The clock network:
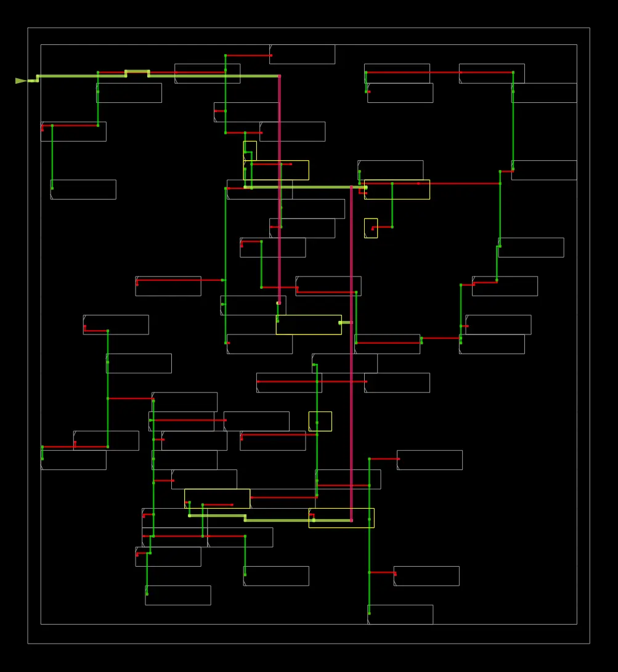
Local utilization:
Drawn at 3 px/um. 8 x 9 tiles, from black (low) to pale yellow (high), 0 to 100% covered.
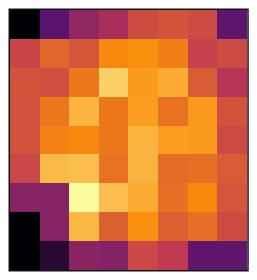
## src/rtl/hazard_stall_ctrl_pkg.sv

```systemverilog
// -----------------------------------------------------------------------------
// hazard_stall_ctrl_pkg
// Shared definitions for the pipeline hazard / stall controller of the 5-stage
// 16-bit core: FSM state encoding, register-file constants, the HLT opcode,
// grouped enable/flush types and the load-use hazard test.
// -----------------------------------------------------------------------------
package hazard_stall_ctrl_pkg;

  typedef enum logic [1:0] {
    ST_RUN      = 2'd0,
    ST_MEM_WAIT = 2'd1,
    ST_HALTED   = 2'd2
  } state_e;

  localparam logic [3:0] REG_ZERO = 4'd0;

  // Opcode of HLT; the decoder that produces memwb_halt compares against it.
  localparam logic [3:0] OP_HLT = 4'hF;

  // Width of the memory-wait counter; covers the full MEM_TIMEOUT range.
  localparam int WAIT_W = 16;

  // Pipeline-register write enables, fetch side first.
  typedef struct packed {
    logic pc;
    logic ifid;
    logic idex;
    logic exmem;
    logic memwb;
  } we_t;

  // Bubble loads for the registers that can be squashed.
  typedef struct packed {
    logic ifid;
    logic idex;
    logic exmem;
  } flush_t;

  function automatic logic is_hlt_op(input logic [3:0] opcode);
    return opcode == OP_HLT;
  endfunction

  // A load in ID_EX whose destination is read by the instruction in IF_ID.
  // R0 is hard-wired to zero, so it never creates a dependency.
  function automatic logic ld_use_hazard(
    input logic       mem_read,
    input logic [3:0] rd,
    input logic [3:0] rs1,
    input logic       rs1_used,
    input logic [3:0] rs2,
    input logic       rs2_used
  );
    return mem_read && (rd != REG_ZERO) &&
           ((rs1_used && (rs1 == rd)) || (rs2_used && (rs2 == rd)));
  endfunction

endpackage

```

## src/rtl/hazard_stall_ctrl_if.sv

```systemverilog
// -----------------------------------------------------------------------------
// hazard_stall_ctrl_if
// Pipeline-control bundle between the hazard/stall controller (master, drives
// the write enables) and the pipeline datapath (slave, supplies hazard inputs).
//   Hazard inputs : id_rs1/2, id_rs1/2_used, idex_mem_read, idex_rd,
//                   exmem_branch_taken, mem_req, mem_ready, memwb_halt
//   Controls      : pc/ifid/idex/exmem/memwb_we, ifid/idex/exmem_flush
//   Status        : halted, mem_timeout, stall_count, flush_count
// -----------------------------------------------------------------------------
interface hazard_stall_ctrl_if #(
  parameter int CNT_W = 16
);

  logic [3:0]       id_rs1;
  logic [3:0]       id_rs2;
  logic             id_rs1_used;
  logic             id_rs2_used;
  logic             idex_mem_read;
  logic [3:0]       idex_rd;
  logic             exmem_branch_taken;
  logic             mem_req;
  logic             mem_ready;
  logic             memwb_halt;

  logic             pc_we;
  logic             ifid_we;
  logic             idex_we;
  logic             exmem_we;
  logic             memwb_we;
  logic             ifid_flush;
  logic             idex_flush;
  logic             exmem_flush;
  logic             halted;
  logic             mem_timeout;
  logic [CNT_W-1:0] stall_count;
  logic [CNT_W-1:0] flush_count;

  modport master (
    input  id_rs1, id_rs2, id_rs1_used, id_rs2_used, idex_mem_read, idex_rd,
           exmem_branch_taken, mem_req, mem_ready, memwb_halt,
    output pc_we, ifid_we, idex_we, exmem_we, memwb_we,
           ifid_flush, idex_flush, exmem_flush,
           halted, mem_timeout, stall_count, flush_count
  );

  modport slave (
    output id_rs1, id_rs2, id_rs1_used, id_rs2_used, idex_mem_read, idex_rd,
           exmem_branch_taken, mem_req, mem_ready, memwb_halt,
    input  pc_we, ifid_we, idex_we, exmem_we, memwb_we,
           ifid_flush, idex_flush, exmem_flush,
           halted, mem_timeout, stall_count, flush_count
  );

endinterface

```

## src/rtl/hazard_stall_ctrl_sat_counter.sv

```systemverilog
// -----------------------------------------------------------------------------
// sat_counter
// CNT_W-bit up counter that sticks at all-ones instead of wrapping.
//   clk, rst  : clock, asynchronous active-high reset (clears to zero)
//   i_inc     : count this cycle
//   o_count   : current value
// -----------------------------------------------------------------------------
module sat_counter #(
  parameter int CNT_W = 16
) (
  input  logic             clk,
  input  logic             rst,
  input  logic             i_inc,
  output logic [CNT_W-1:0] o_count
);

  logic [CNT_W-1:0] r_count;

  // NOTE: sequential state is written with non-blocking assignments only, so
  // every flop samples values from before the edge regardless of block order.
  always_ff @(posedge clk or posedge rst) begin
    if (rst) begin
      r_count <= '0;
    end else if (i_inc && (r_count != '1)) begin
      r_count <= r_count + CNT_W'(1);
    end
  end

  assign o_count = r_count;

endmodule

```

## src/rtl/hazard_stall_ctrl.sv

```systemverilog
// -----------------------------------------------------------------------------
// hazard_stall_ctrl
// Central pipeline control: each cycle decides whether PC, IF_ID, ID_EX,
// EX_MEM and MEM_WB load, hold or take a bubble. Handles load-use stalls,
// taken-branch flushes, memory waits with a timeout, and HLT retirement.
//   clk, rst : clock, asynchronous active-high reset
//   ctrl     : hazard_stall_ctrl_if master (hazard inputs in, write enables,
//              flushes, halted, mem_timeout and the two counters out)
// Enables/flushes are combinational from the registered state and the inputs.
// -----------------------------------------------------------------------------
module hazard_stall_ctrl
  import hazard_stall_ctrl_pkg::*;
#(
  parameter int MEM_TIMEOUT = 64,
  parameter int CNT_W       = 16
) (
  input  logic                clk,
  input  logic                rst,
  hazard_stall_ctrl_if.master ctrl
);

  state_e            r_state;
  state_e            w_next_state;
  logic [WAIT_W-1:0] r_wait_cnt;
  logic [WAIT_W-1:0] w_wait_cnt_nxt;
  logic              r_timeout;
  logic              w_timeout_nxt;
  we_t               w_we;
  flush_t            w_flush;
  logic              w_stall_inc;
  logic              w_flush_inc;
  logic              w_ld_use;

  assign w_ld_use = ld_use_hazard(ctrl.idex_mem_read, ctrl.idex_rd,
                                  ctrl.id_rs1, ctrl.id_rs1_used,
                                  ctrl.id_rs2, ctrl.id_rs2_used);

  always_ff @(posedge clk or posedge rst) begin
    if (rst) begin
      r_state    <= ST_RUN;
      r_wait_cnt <= '0;
      r_timeout  <= 1'b0;
    end else begin
      r_state    <= w_next_state;
      r_wait_cnt <= w_wait_cnt_nxt;
      r_timeout  <= w_timeout_nxt;
    end
  end

  // NOTE: every signal driven here gets a default first, so no path through
  // the case statement can leave one unassigned and infer a latch.
  always_comb begin
    w_next_state   = r_state;
    w_wait_cnt_nxt = r_wait_cnt;
    w_timeout_nxt  = r_timeout;
    w_we           = '0;
    w_flush        = '0;
    w_stall_inc    = 1'b0;
    w_flush_inc    = 1'b0;

    case (r_state)
      ST_RUN: begin
        if (ctrl.memwb_halt) begin
          // HLT retires: nothing moves, the core stops at the next edge.
          w_next_state = ST_HALTED;
        end else if (ctrl.mem_req && !ctrl.mem_ready) begin
          // First frozen cycle of a memory wait; counted as a stall cycle and
          // as the first cycle of the wait.
          w_next_state   = ST_MEM_WAIT;
          w_wait_cnt_nxt = WAIT_W'(1);
          w_stall_inc    = 1'b1;
        end else if (ctrl.exmem_branch_taken) begin
          // Squash the three younger instructions; the load-use stall, if
          // any, belonged to a wrong-path instruction.
          w_we        = '1;
          w_flush     = '1;
          w_flush_inc = 1'b1;
        end else if (w_ld_use) begin
          // Hold PC and IF_ID, push a bubble into ID_EX. The bubble clears
          // idex_mem_read, so the stall lasts exactly one cycle.
          w_we         = '{pc: 1'b0, ifid: 1'b0, idex: 1'b1, exmem: 1'b1, memwb: 1'b1};
          w_flush.idex = 1'b1;
          w_stall_inc  = 1'b1;
        end else begin
          w_we = '1;
        end
      end

      ST_MEM_WAIT: begin
        w_stall_inc = 1'b1;
        if (ctrl.mem_ready) begin
          // Enables stay low this cycle; the pipeline advances next cycle.
          w_next_state   = ST_RUN;
          w_wait_cnt_nxt = '0;
        end else if (r_wait_cnt >= WAIT_W'(MEM_TIMEOUT)) begin
          w_timeout_nxt  = 1'b1;
          w_next_state   = ST_HALTED;
          w_wait_cnt_nxt = '0;
        end else begin
          w_wait_cnt_nxt = r_wait_cnt + WAIT_W'(1);
        end
      end

      ST_HALTED: begin
        // Only reset leaves this state.
      end

      default: begin
        w_next_state = ST_RUN;
      end
    endcase

    // Nothing in the pipeline may load while reset is held.
    if (rst) begin
      w_we    = '0;
      w_flush = '0;
    end
  end

  assign ctrl.pc_we       = w_we.pc;
  assign ctrl.ifid_we     = w_we.ifid;
  assign ctrl.idex_we     = w_we.idex;
  assign ctrl.exmem_we    = w_we.exmem;
  assign ctrl.memwb_we    = w_we.memwb;
  assign ctrl.ifid_flush  = w_flush.ifid;
  assign ctrl.idex_flush  = w_flush.idex;
  assign ctrl.exmem_flush = w_flush.exmem;
  assign ctrl.halted      = (r_state == ST_HALTED);
  assign ctrl.mem_timeout = r_timeout;

  sat_counter #(.CNT_W(CNT_W)) u_stall_cnt (
    .clk     (clk),
    .rst     (rst),
    .i_inc   (w_stall_inc),
    .o_count (ctrl.stall_count)
  );

  sat_counter #(.CNT_W(CNT_W)) u_flush_cnt (
    .clk     (clk),
    .rst     (rst),
    .i_inc   (w_flush_inc),
    .o_count (ctrl.flush_count)
  );

endmodule

```

## src/flat_wrapper.sv

```systemverilog
// flat-port wrapper written by rule: the top's interface ports become plain ports
module hazard_stall_ctrl_flat import hazard_stall_ctrl_pkg::*;
#(
  parameter int MEM_TIMEOUT = 64,
  parameter int CNT_W       = 16
)
  (clk, rst, ctrl_id_rs1, ctrl_id_rs2, ctrl_id_rs1_used, ctrl_id_rs2_used, ctrl_idex_mem_read, ctrl_idex_rd, ctrl_exmem_branch_taken, ctrl_mem_req, ctrl_mem_ready, ctrl_memwb_halt, ctrl_pc_we, ctrl_ifid_we, ctrl_idex_we, ctrl_exmem_we, ctrl_memwb_we, ctrl_ifid_flush, ctrl_idex_flush, ctrl_exmem_flush, ctrl_halted, ctrl_mem_timeout, ctrl_stall_count, ctrl_flush_count);
  hazard_stall_ctrl_if #(.CNT_W(CNT_W)) ctrl_i ();
  input  logic clk;
  input  logic rst;
  input wire logic [$bits(ctrl_i.id_rs1)-1:0] ctrl_id_rs1;
  input wire logic [$bits(ctrl_i.id_rs2)-1:0] ctrl_id_rs2;
  input wire logic [$bits(ctrl_i.id_rs1_used)-1:0] ctrl_id_rs1_used;
  input wire logic [$bits(ctrl_i.id_rs2_used)-1:0] ctrl_id_rs2_used;
  input wire logic [$bits(ctrl_i.idex_mem_read)-1:0] ctrl_idex_mem_read;
  input wire logic [$bits(ctrl_i.idex_rd)-1:0] ctrl_idex_rd;
  input wire logic [$bits(ctrl_i.exmem_branch_taken)-1:0] ctrl_exmem_branch_taken;
  input wire logic [$bits(ctrl_i.mem_req)-1:0] ctrl_mem_req;
  input wire logic [$bits(ctrl_i.mem_ready)-1:0] ctrl_mem_ready;
  input wire logic [$bits(ctrl_i.memwb_halt)-1:0] ctrl_memwb_halt;
  output wire logic [$bits(ctrl_i.pc_we)-1:0] ctrl_pc_we;
  output wire logic [$bits(ctrl_i.ifid_we)-1:0] ctrl_ifid_we;
  output wire logic [$bits(ctrl_i.idex_we)-1:0] ctrl_idex_we;
  output wire logic [$bits(ctrl_i.exmem_we)-1:0] ctrl_exmem_we;
  output wire logic [$bits(ctrl_i.memwb_we)-1:0] ctrl_memwb_we;
  output wire logic [$bits(ctrl_i.ifid_flush)-1:0] ctrl_ifid_flush;
  output wire logic [$bits(ctrl_i.idex_flush)-1:0] ctrl_idex_flush;
  output wire logic [$bits(ctrl_i.exmem_flush)-1:0] ctrl_exmem_flush;
  output wire logic [$bits(ctrl_i.halted)-1:0] ctrl_halted;
  output wire logic [$bits(ctrl_i.mem_timeout)-1:0] ctrl_mem_timeout;
  output wire logic [$bits(ctrl_i.stall_count)-1:0] ctrl_stall_count;
  output wire logic [$bits(ctrl_i.flush_count)-1:0] ctrl_flush_count;
  assign ctrl_i.id_rs1 = ctrl_id_rs1;
  assign ctrl_i.id_rs2 = ctrl_id_rs2;
  assign ctrl_i.id_rs1_used = ctrl_id_rs1_used;
  assign ctrl_i.id_rs2_used = ctrl_id_rs2_used;
  assign ctrl_i.idex_mem_read = ctrl_idex_mem_read;
  assign ctrl_i.idex_rd = ctrl_idex_rd;
  assign ctrl_i.exmem_branch_taken = ctrl_exmem_branch_taken;
  assign ctrl_i.mem_req = ctrl_mem_req;
  assign ctrl_i.mem_ready = ctrl_mem_ready;
  assign ctrl_i.memwb_halt = ctrl_memwb_halt;
  assign ctrl_pc_we = ctrl_i.pc_we;
  assign ctrl_ifid_we = ctrl_i.ifid_we;
  assign ctrl_idex_we = ctrl_i.idex_we;
  assign ctrl_exmem_we = ctrl_i.exmem_we;
  assign ctrl_memwb_we = ctrl_i.memwb_we;
  assign ctrl_ifid_flush = ctrl_i.ifid_flush;
  assign ctrl_idex_flush = ctrl_i.idex_flush;
  assign ctrl_exmem_flush = ctrl_i.exmem_flush;
  assign ctrl_halted = ctrl_i.halted;
  assign ctrl_mem_timeout = ctrl_i.mem_timeout;
  assign ctrl_stall_count = ctrl_i.stall_count;
  assign ctrl_flush_count = ctrl_i.flush_count;
  hazard_stall_ctrl #(.MEM_TIMEOUT(MEM_TIMEOUT), .CNT_W(CNT_W)) u_core (.clk(clk), .rst(rst), .ctrl(ctrl_i));
endmodule
```

## config.mk

```make
export PLATFORM = sky130hd
export DESIGN_NAME = hazard_stall_ctrl_flat
export DESIGN_NICKNAME = d
export VERILOG_FILES = /design/src/rtl/hazard_stall_ctrl_pkg.sv /design/src/rtl/hazard_stall_ctrl_if.sv /design/src/rtl/hazard_stall_ctrl_sat_counter.sv /design/src/rtl/hazard_stall_ctrl.sv /design/src/flat_wrapper.sv
export SDC_FILE = /design/constraint.sdc
export NUM_CORES = 1
export LEC_CHECK = 0
export ABC_AREA = 1
export CORE_ASPECT_RATIO = 1.1
export CORE_MARGIN = 1.5
export CORE_UTILIZATION = 52
export CTS_BUF_LIST = sky130_fd_sc_hd__clkbuf_16
export CTS_CLUSTER_DIAMETER = 150
export DETAILED_ROUTE_END_ITERATION = 7
export PLACE_DENSITY_LB_ADDON = 0.25
export SLEW_MARGIN = 40
export SYNTH_ARGS = -nofsm -noshare
export SYNTH_HDL_FRONTEND = slang
export SYNTH_HIERARCHICAL = 1
export SYNTH_SLANG_ARGS = --single-unit
```

## constraint.sdc

```tcl
create_clock -name clk -period 2.6 [get_ports clk]
set_input_delay 0.39 -clock clk [delete_from_list [all_inputs] [get_ports clk]]
set_output_delay 0.39 -clock clk [all_outputs]
set_load 0.02 [all_outputs]
```

==> flow_summary.toml <==
# physical design summary
[run_status]
status = "finished clean"

[global_routing]
antenna_found_initial = 0
grt_max_degree = 20

[cells_and_area]
seq_area_share_pct = 30.6
drive_gt1_share_pct = 13.4
nets = 554
buffers = 67
num-nonclk-inverters = 66
nFillCells = 542
top_area_cell_class = "logic gates"

[detailed_routing]
drt_wl_total_mm = 7.20
drcViolationCount = 0

[yosys]
syn_avg_cell_area_um2 = 7.17
flop_cell = "dfrtp_1"
yosysCellCount = 462
synthCells = 462
yosysUniqueCellTypes = 31
logic_family = "simple AND/OR/NAND/NOR gates"
synth.top_cell.area_share_pct = 38.5
top_area_cell = "dfrtp_1"
netlist_area_um2 = 3310
ys_warn_count = 6
adder_share_pct = 1.51
synthXorXnorAreaFrac_pct = 3.17

[setup_path]
path_buffers = 4
crit_type = "in2out"
r2r_slack_ns = 0.69
crit_fanout = 3
arrival_ns = 2.08
worstPathCellList = "clkdlybuf4s50_1 > inv_1 > nand2_1 > or2_4 > nor2_4 > buf_4 > clkdlybuf4s50_1"
cp_slowest_stage_delay_ns = 0.61
cp_common_cell = "clkdlybuf4s50_1"
r2r-end = "u_core/u_flush_cnt/o_count[13]$_DFFE_PP0P_"

[die]
io_pins = 63
rows = 30
tapCellCount = 80
die_w_um = 79.1

[clock_network]
cts_root_buf = "clkbuf_16"
cts_hold_buffers = 0
clkLatencyLatePin_ns = 0.30

[worst_hold_path]
hold_end = "u_core/ctrl.mem_timeout$_DFFE_PP0P_"

[timing]
whs_ns = 0.462

[place]
io_buffers = 62
dp_cells = 602
dpl.hpwl_mm = 5.32
About 'the clock network':
power in the clock group: 656 uW
CTS buffer count: 5
flip-flops: 51
Layout clock buffers: 5

About 'local utilization':
emptiest ninth of the die	lower left
nearly empty tiles	4.2%
fullest tile	99%
tiles over 75% full	25%
mean over tiles	59%
densest ninth of the die	center
FP Core Util: 53.8%
core region area: 6160 um^2
Core Util, Final: 67.8%

## worst register-to-register path, cell delays in order (launching register included)
cell     delay, ns
dfrtp_1       0.42
nor2_2        0.14
nand2_1       0.07
or2_4         0.26
nor2_1        0.24
inv_1         0.17
nor2_1        0.13
nand2_1       0.06
nor2_1        0.14
nand3_1       0.09
nand2_1       0.07
inv_1         0.04
## power breakdown
group	internal, mW	switching [mW]
Clock	0.357	0.299
Sequential	0.793	0
Combinational	0.0367	0.0400
Total	1.19	0.339
## repair_timing
action                                  in CTS  in global routing
resized                                      0                  5
endpoints found under the setup margin       0                  5
buffers inserted                             0                  0
## metal layers
layer	global-route usage, %	part of all wire (%)	vias to the layer above
met5	0	0	-
met4	7.34	1.3	0
met3	3.37	5.3	7
met2	39.9	49	75
met1	27.8	44	1428
li1	-	-	1554
Power is estimated from default activity; no workload was simulated.
